==> src/rtl/tpose_buf_ctrl.sv <==
// tpose_buf_ctrl: ping-pong transpose buffer controller for an external
// registered-output dual-port RAM. Rows of a 2^BLK_LOG2 x 2^BLK_LOG2 block are
// written in raster order into one bank while the other bank is read out.
// Build option: define TPOSE_TRANSPOSE_EN for column-major read-out; left
// undefined, the controller is a plain row-major ping-pong buffer.
module tpose_buf_ctrl #(
  parameter  int unsigned BLK_LOG2 = 3,
  localparam int unsigned CW       = 2 * BLK_LOG2,
  localparam int unsigned AW       = CW + 1
) (
  input  logic          clk,
  input  logic          n_rst,
  input  logic          i_valid,
  output logic          i_ready,
  output logic          o_valid,
  input  logic          o_ready,
  output logic          o_last,
  output logic          mem_we,
  output logic [AW-1:0] mem_waddr,
  output logic          mem_re,
  output logic [AW-1:0] mem_raddr
);

  localparam logic [CW-1:0] CNT_MAX = '1;
  localparam logic [CW-1:0] CNT_ONE = CW'(1);

  logic          wbank_q, wbank_d;
  logic          rbank_q, rbank_d;
  logic [CW-1:0] wcnt_q, wcnt_d;
  logic [CW-1:0] rcnt_q, rcnt_d;
  logic [1:0]    full_q, full_d;
  logic          o_valid_q, o_valid_d;
  logic          o_last_q, o_last_d;

  logic          w_last;
  logic          r_last;

  assign w_last = (wcnt_q == CNT_MAX);
  assign r_last = (rcnt_q == CNT_MAX);

  // Memory-side handshakes and addresses; reset masks both enables.
  always_comb begin
    i_ready   = n_rst & ~full_q[wbank_q];
    mem_we    = i_valid & i_ready;
    mem_waddr = {wbank_q, wcnt_q};
    // A held, unconsumed sample blocks the next read so dout is not overwritten.
    mem_re    = n_rst & full_q[rbank_q] & (~o_valid_q | o_ready);
`ifdef TPOSE_TRANSPOSE_EN
    // Swapping the row/column halves of the count walks the block by columns.
    mem_raddr = {rbank_q, rcnt_q[BLK_LOG2-1:0], rcnt_q[CW-1:BLK_LOG2]};
`else
    mem_raddr = {rbank_q, rcnt_q};
`endif
  end

  // Write side: advance the fill count and hand the bank over when it is full.
  always_comb begin
    wbank_d = wbank_q;
    wcnt_d  = wcnt_q;
    if (mem_we) begin
      wcnt_d = wcnt_q + CNT_ONE;
      if (w_last) begin
        wbank_d = ~wbank_q;
      end
    end
  end

  // Read side: advance the drain count and release the bank after its last sample.
  always_comb begin
    rbank_d = rbank_q;
    rcnt_d  = rcnt_q;
    if (mem_re) begin
      rcnt_d = rcnt_q + CNT_ONE;
      if (r_last) begin
        rbank_d = ~rbank_q;
      end
    end
  end

  // Bank ownership: fill and release can coincide but always hit different banks.
  always_comb begin
    full_d = full_q;
    if (mem_we && w_last) begin
      full_d[wbank_q] = 1'b1;
    end
    if (mem_re && r_last) begin
      full_d[rbank_q] = 1'b0;
    end
  end

  // Output qualifiers track the registered RAM output one cycle behind mem_re.
  always_comb begin
    o_valid_d = o_valid_q;
    o_last_d  = o_last_q;
    if (mem_re) begin
      o_valid_d = 1'b1;
      o_last_d  = r_last;
    end else if (o_ready) begin
      o_valid_d = 1'b0;
    end
  end

  // State registers with synchronous active-low reset.
  always_ff @(posedge clk) begin
    if (!n_rst) begin
      wbank_q   <= 1'b0;
      rbank_q   <= 1'b0;
      wcnt_q    <= '0;
      rcnt_q    <= '0;
      full_q    <= '0;
      o_valid_q <= 1'b0;
      o_last_q  <= 1'b0;
    end else begin
      wbank_q   <= wbank_d;
      rbank_q   <= rbank_d;
      wcnt_q    <= wcnt_d;
      rcnt_q    <= rcnt_d;
      full_q    <= full_d;
      o_valid_q <= o_valid_d;
      o_last_q  <= o_last_d;
    end
  end

  assign o_valid = o_valid_q;
  assign o_last  = o_last_q;

endmodule

==> config.mk <==
export PLATFORM = sky130hd
export DESIGN_NAME = tpose_buf_ctrl
export DESIGN_NICKNAME = d
export VERILOG_FILES = /design/src/rtl/tpose_buf_ctrl.sv
export SDC_FILE = /design/constraint.sdc
export NUM_CORES = 1
export LEC_CHECK = 0
export CORE_MARGIN = 5
export CORE_UTILIZATION = 35
export CTS_CLUSTER_SIZE = 10
export DETAILED_ROUTE_END_ITERATION = 10
export PLACE_DENSITY_LB_ADDON = 0.2
export RECOVER_POWER = 25
export SKIP_CTS_REPAIR_TIMING = 1
export SYNTH_ARGS = -nofsm -noshare
export SYNTH_HDL_FRONTEND = slang
export SYNTH_SLANG_ARGS = --single-unit
==> constraint.sdc <==
create_clock -name clk -period 1.6 [get_ports clk]
set_clock_uncertainty 0.05 [all_clocks]
set_input_delay 0.32 -clock clk [delete_from_list [all_inputs] [get_ports clk]]
set_output_delay 0.32 -clock clk [all_outputs]
set_load 0.02 [all_outputs]
==> run_1/met3.png <==
Bar = 20 um.
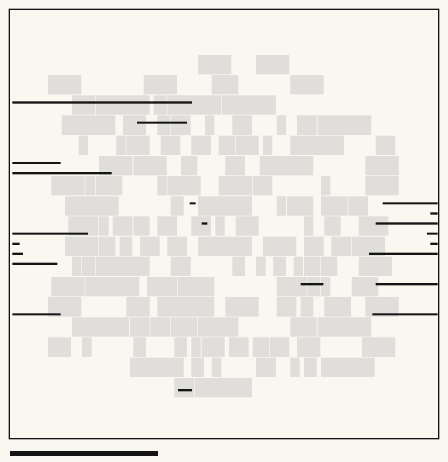
- main direction: horizontal
- nets with wire on the layer: 18
- share of all routed wire: 6.6%
vias post-DR: 766
met3 GRT Util: 2.90%
Routed WL: 1840 um

==> run_1/final_placement.png <==
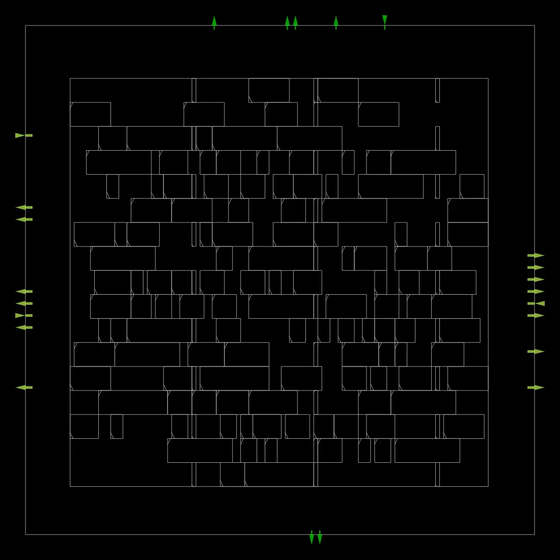
Core Region: 2190 sq um
fillers: 215

==> run_1/met2.png <==
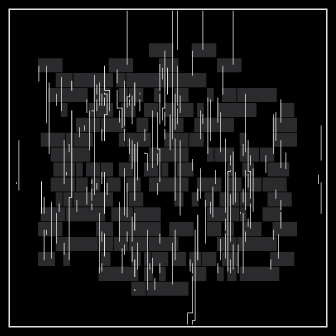
- wire length on this layer: 851 um
- main direction: vertical
- share of all routed wire: 46%
- nets with wire on the layer: 119
- longest straight run: 23.3 um
met2 usage: 17.6%

==> flow_summary_export.csv, run 1 <==
group,metric,value,unit
pwr,pg_seq,455,uW
critical_path,setup.worst_path.start_class,"flip-flop",
routing,drt_pass1_iterations,6,
grt,gr-usage-all-layers,11.9,%
critical_path,r2r_start,"rbank_q",
final_timing,timing.final.ws_setup,-78.0,ps
critical_path,crit_type,"reg2out",
critical_path,worst_r2r_path_depth,5,
synthesis,yosysCellCount,89,
routing,met3WireLength,121,um
layout,largestRegisters,"rcnt_q x6, wcnt_q x6, full_q x2",
placement,finalWeightedCongestion,0.727,
synthesis,syn_area,796,sq um
synthesis,synth_top_cell_by_count,"dfxtp_1",
pwr,max-vdd-ir-drop,0.000447,V
run_status,violations,"negative setup slack",
synthesis,mux_share,8.96,%
cts,clk_latency,290,ps
routing,wl_met2,850,um
critical_path,cp.depth,4,
layout,logic_area,425,sq um
routing,wl_per_cell,11.8,um
layout,seqAreaFraction,28.8,%
pwr,power_frac_seq,57.4,%
run,warnings,27,
cts,cts_buffer_depth,2,
final_timing,rsz0062_at_grt,"yes",
floorplan,die-width,57.7,um
layout,seq_cells,18,
cts,cts_tree,"yes",
placement,post-place-ws,-690,ps
synthesis,syn_avg_cell_area,8.94,sq um
pwr,leakage,0.000805,uW
cts,clkTransAtPathRegs,100,ps
layout,largestClassByArea,"multi-input combinational cells",
synthesis,yosysSeqAreaShare,45.3,%
placement,hpwl,1370,um
critical_path,cp_top_family,"simple AND/OR/NAND/NOR gates",
run_status,status,"finished, violations left",
grt,antenna_found_initial,0,
pwr,netSwitchingPower,176,uW
layout,clkbuf_count,4,
pwr,p_clk_share,35.4,%
critical_path,critPathCapture,"mem_re",
layout,clk_share,2.87,%
final_timing,finalMaxSlewViolations,0,
synthesis,synth-main-ff-cell,"dfxtp_1",
synthesis,async_flop_share,0,%
critical_path,rrSetupSlack,30,ps
synthesis,edf_count,0,
pwr,switching_share,22.1,%
layout,n_all_inverters,3,
grt,grt_pass1_vias,721,
layout,finalNonFillerCells,155,
final_timing,setup_violations,1,
floorplan,chipArea,3330,sq um
layout,stdcell_area,1260,sq um
floorplan,initial_core_util,36.3,%
layout,logic_gates,63,
synthesis,synthSimpleGateAreaFrac,22.2,%
final_timing,worst_pin_slew,267,ps
critical_path,slowest_stage,"or3_4",
## Run 2: what changed since run 1
--- a/config.mk
+++ b/config.mk
@@ -6,7 +6,7 @@
 export NUM_CORES = 1
 export LEC_CHECK = 0
 export CORE_MARGIN = 5
-export CORE_UTILIZATION = 35
+export CORE_UTILIZATION = 41
 export CTS_CLUSTER_SIZE = 10
 export DETAILED_ROUTE_END_ITERATION = 10
 export PLACE_DENSITY_LB_ADDON = 0.2
==> flow_summary_export.csv, run 2 <==
group,metric,value,unit
synthesis,synth_top_cell_by_count,"dfxtp_1",
synthesis,async_flop_share,0,%
critical_path,cp.required,1230,ps
synthesis,mux_share,8.96,%
synthesis,synth.logic.top_family,"simple AND/OR/NAND/NOR gates",
layout,fill_cells,162,
synthesis,fp_nets,95,
final_timing,max_slew_margin,82.3,%
final_timing,post-route-period-util,105,%
routing,ant_nets,0,
floorplan,initial_core_util,41.8,%
critical_path,critPathCapture,"mem_re",
min_path,min_path_cells,3,
pwr,p_clk_share,34.9,%
pwr,power_frac_seq,58.1,%
final_timing,timing.final.ws_setup,-81.6,ps
routing,drt_pass1_iterations,4,
final_timing,finalMaxSlewViolations,0,
grt,met3_usage,3.05,%
synthesis,synth_top_cell_by_area,"dfxtp_1",
layout,layout_top_cells,"dlymetal6s2s_1, buf_4, dfxtp_1",
layout,logic_area,445,sq um
routing,wl_met2,898,um
layout,buffers_excl_clock,38,
placement,finalWeightedCongestion,0.746,
critical_path,cp.depth,4,
placement,numPortBuffers,22,
synthesis,aoi_share,8.81,%
critical_path,critical_path_buf_inv_count,2,
cts,cts_root_buffer,"clkbuf_4",
layout,regArea,365,sq um
placement,hpwl,1290,um
pwr,powerComb,54.8,uW
floorplan,taps,27,
layout,diodes,0,
critical_path,r2r_end,"full_q[1]",
synthesis,ys_chip_area,796,sq um
floorplan,die-width,54.1,um
synthesis,syn_avg_cell_area,8.94,sq um
synthesis,yosys_warnings,0,
layout,largestClassByArea,"multi-input combinational cells",
synthesis,syn_area,796,sq um
grt,gr-usage-met2,23.6,%
routing,met3WireLength,91,um
layout,logic_gates,63,
critical_path,r2r_start,"wbank_q",
synthesis,synthSimpleGateAreaFrac,22.2,%
grt,antenna_found_initial,0,
synthesis,common_cells,"dfxtp_1, nor2_1, nand2_1",
cts,tritoncts.num_buffers,3,
layout,nNetsFinal,133,
critical_path,crit_type,"reg2out",
pwr,comb_power_share,7.0,%
synthesis,yosysSeqAreaShare,45.3,%
run,drv_cap,0,
floorplan,die_h,54.1,um
pwr,pg_seq,455,uW
critical_path,worst_r2r_path_depth,6,
critical_path,crit_path_start,"rbank_q",
routing,top_layer,"met4",
cts,cts_buffer_depth,2,
critical_path,slowest_stage,"or3_4",
final_timing,worst_pin_slew,266,ps
synthesis,ys_types,28,
pwr,leakage,0.000767,uW
final_timing,rsz0062_at_grt,"yes",
routing,wl_per_cell,11.5,um
min_path,hold_path.startpoint,"o_ready",
layout,n_all_inverters,3,
cts,clk_latency,280,ps
grt,grt-ovfl-total,0,
layout,seqAreaFraction,28.9,%
pwr,max-vdd-ir-drop,0.000533,V
critical_path,end_kind,"output pin",
synthesis,edf_count,0,
cts,cts_tree,"yes",
critical_path,cp_max_fo,2,
synthesis,ys_ff,18,
run_status,violations,"negative setup slack",
synthesis,synth-main-ff-cell,"dfxtp_1",
placement,placed_cells,149,
layout,buf_share,29.4,%
pwr,switching_share,21.5,%
placement,post-place-ws,-681,ps
grt,grt.busiest_layer,"met2",
grt,grt_pass1_vias,700,
routing,initialDrtViolationCount,5,
layout,clk_share,2.87,%
critical_path,rrSetupSlack,60,ps
cts,cts_sinks,18,
layout,clkbuf_count,4,
cts,h-tree-depth,1,
run,warnings,27,
layout,largestRegisters,"rcnt_q x6, wcnt_q x6, full_q x2",
layout,drive_above_1_share,28.6,%
critical_path,setup.worst_path.start_class,"flip-flop",
floorplan,chipArea,2920,sq um
layout,area_growth,58.8,%
final_timing,setup_violations,1,
final_timing,max_freq,595,MHz
min_path,hold_class,"in2reg",
pwr,netSwitchingPower,168,uW
grt,gr-usage-all-layers,13.4,%
pwr,p_int,615,uW
routing,wl_met1,760,um
run_status,status,"finished, violations left",
pwr,cellPowerDensity,620,nW/um^2
critical_path,cp.arrival,1310,ps
cts,clkTransAtPathRegs,100,ps
layout,stdcell_area,1260,sq um
critical_path,cp_top_family,"simple AND/OR/NAND/NOR gates",
synthesis,yosysCellCount,89,
==> run_2/met3.png <==
Bar = 20 um.
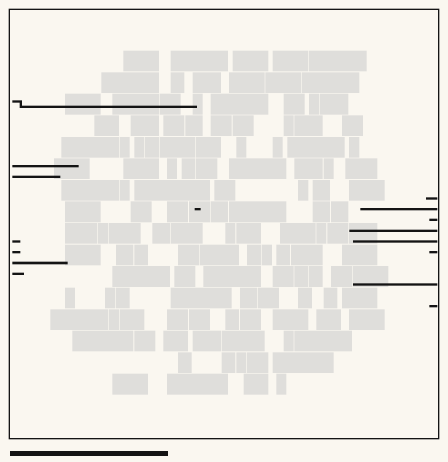
vias post-DR: 740
Routed WL: 1760 um

==> run_2/met1.png <==
Bar = 20 um.
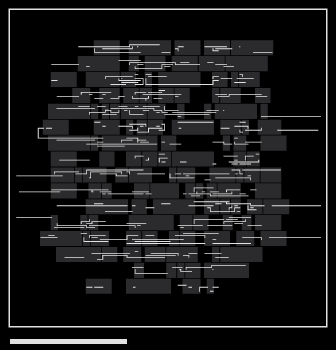
- longest straight run: 13.3 um
- nets with wire on the layer: 122
- main direction: horizontal
grt met1 use: 15.2%

==> run_2/final_placement.png <==
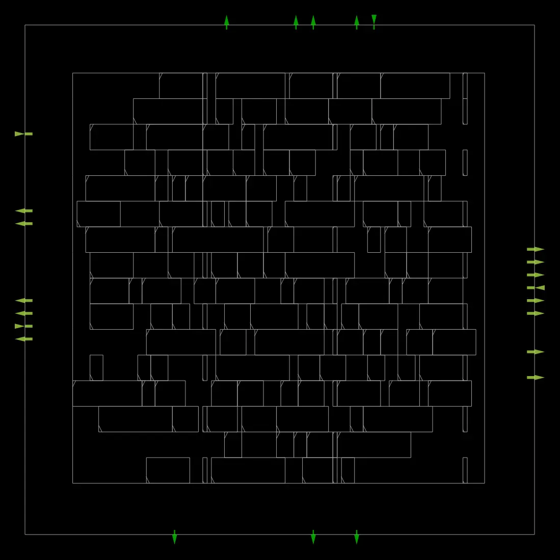
post-route insts no fill: 153
Site Rows: 16
seq_cells: 18
Core Region: 1900 sq um

## Run 3: what changed since run 2
--- a/config.mk
+++ b/config.mk
@@ -11,6 +11,7 @@
 export DETAILED_ROUTE_END_ITERATION = 10
 export PLACE_DENSITY_LB_ADDON = 0.2
 export RECOVER_POWER = 25
+export SETUP_SLACK_MARGIN = 0.2
 export SKIP_CTS_REPAIR_TIMING = 1
 export SYNTH_ARGS = -nofsm -noshare
 export SYNTH_HDL_FRONTEND = slang
==> flow_summary_export.csv, run 3 <==
group,metric,value,unit
run_status,status,"finished, violations left",
run_status,violations,"negative setup slack",
pwr,pg_seq,456,uW
floorplan,chipArea,2920,sq um
layout,clkbuf_count,4,
pwr,power_frac_seq,56.7,%
layout,largestRegisters,"rcnt_q x6, wcnt_q x6, full_q x2",
layout,clk_share,2.65,%
cts,cts_tree,"yes",
synthesis,synth.logic.top_family,"simple AND/OR/NAND/NOR gates",
placement,placed_cells,147,
critical_path,r2r_end,"rcnt_q[5]",
routing,met3WireLength,82,um
cts,clkTransAtPathRegs,100,ps
cts,tritoncts.num_buffers,3,
grt,grt-ovfl-total,0,
grt,grt.met1_usage,18.1,%
synthesis,ys_types,28,
critical_path,critical_path_buf_inv_count,2,
layout,buf_share,30.0,%
placement,post-place-ws,-659,ps
synthesis,topCellsByArea,"dfxtp_1, mux2i_1, xnor2_1",
floorplan,die_h,54.1,um
routing,initialDrtViolationCount,5,
synthesis,syn_avg_cell_area,8.94,sq um
routing,ant_nets,0,
placement,finalWeightedCongestion,0.840,
final_timing,worst_pin_slew,247,ps
floorplan,taps,27,
floorplan,initial_core_util,41.8,%
final_timing,finalMaxSlewViolations,0,
synthesis,ys_ff,18,
final_timing,rsz0062_at_grt,"yes",
layout,seq_cells,18,
final_timing,setup_violations,2,
layout,fill_cells,140,
pwr,comb_power_share,7.6,%
layout,drive_above_1_share,43.4,%
synthesis,synth_top_cell_by_area,"dfxtp_1",
synthesis,syn_area,796,sq um
synthesis,common_cells,"dfxtp_1, nor2_1, nand2_1",
routing,wl_met2,1090,um
critical_path,rrSetupSlack,-40,ps
critical_path,cp.arrival,1330,ps
pwr,netSwitchingPower,185,uW
pwr,p_clk_share,35.7,%
routing,wl_per_cell,13.1,um
synthesis,fp_nets,95,
critical_path,worst_r2r_path_depth,6,
placement,numPortBuffers,22,
layout,buffers_excl_clock,41,
layout,logic_gates,63,
pwr,p_int,618,uW
pwr,switching_share,23.1,%
synthesis,async_flop_share,0,%
pwr,powerComb,61.0,uW
critical_path,cp.depth,4,
layout,layout_top_cells,"dlymetal6s2s_1, buf_4, dfxtp_1",
layout,stdcell_area,1370,sq um
cts,cts_buffer_depth,2,
routing,viasPerCell,4.69,
critical_path,cp_max_fo,2,
final_timing,max_freq,587,MHz
routing,top_layer,"met4",
synthesis,yosys_warnings,0,
critical_path,critPathCapture,"mem_re",
synthesis,edf_count,0,
run,warnings,28,
layout,nNetsFinal,136,
floorplan,rows,16,
layout,area_growth,72.3,%
cts,cts_root_buffer,"clkbuf_4",
synthesis,ys_chip_area,796,sq um
synthesis,synthSimpleGateAreaFrac,22.2,%
critical_path,crit_type,"reg2out",
critical_path,end_kind,"output pin",
grt,gr-usage-all-layers,14.7,%
layout,n_all_inverters,3,
final_timing,max_slew_margin,83.3,%
layout,logic_area,507,sq um
synthesis,synth_top_cell_by_count,"dfxtp_1",
final_timing,post-route-period-util,106,%
synthesis,synth-main-ff-cell,"dfxtp_1",
final_timing,timing.final.ws_setup,-102,ps
grt,grt_pass1_vias,709,
layout,largestClassByArea,"multi-input combinational cells",
synthesis,yosysSeqAreaShare,45.3,%
pwr,cellPowerDensity,586,nW/um^2
pwr,leakage,0.000777,uW
run,drv_cap,0,
synthesis,aoi_share,8.81,%
pwr,max-vdd-ir-drop,0.000452,V
critical_path,cp_top_family,"simple AND/OR/NAND/NOR gates",
routing,drt_pass1_iterations,4,
synthesis,yosysCellCount,89,
min_path,hold_class,"in2reg",
min_path,min_path_cells,3,
floorplan,die-width,54.1,um
routing,wl_met1,875,um
layout,diodes,0,
floorplan,core,1900,sq um
layout,finalNonFillerCells,156,
critical_path,setup.worst_path.start_class,"flip-flop",
layout,regArea,372,sq um
cts,h-tree-depth,1,
placement,hpwl,1400,um
==> run_3/met2.png <==
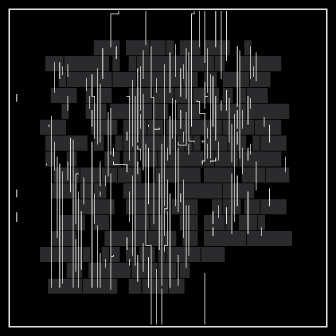
met2 usage: 24.0%
vias post-DR: 732

==> run_3/met3.png <==
Bar = 20 um.
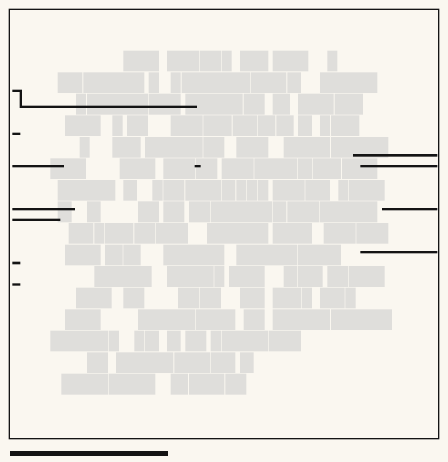
Routed WL: 2050 um
met3 GRT Util: 3.05%

==> run_3/final_placement.png <==
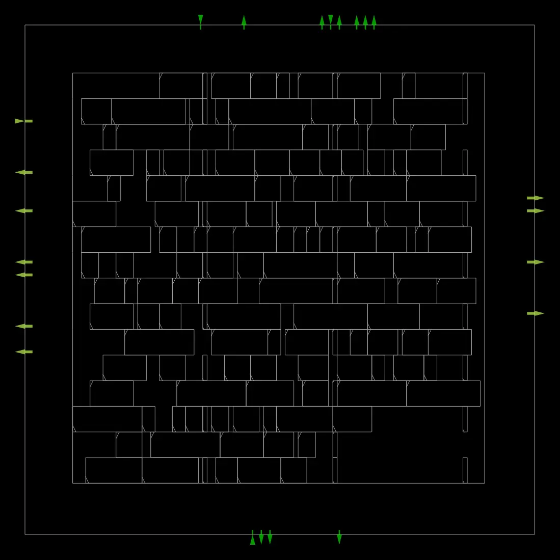
sequential share of cell area: 27.1%
Final Util: 72.1%

No activity file was given, so power comes from the tool's default toggle rates.
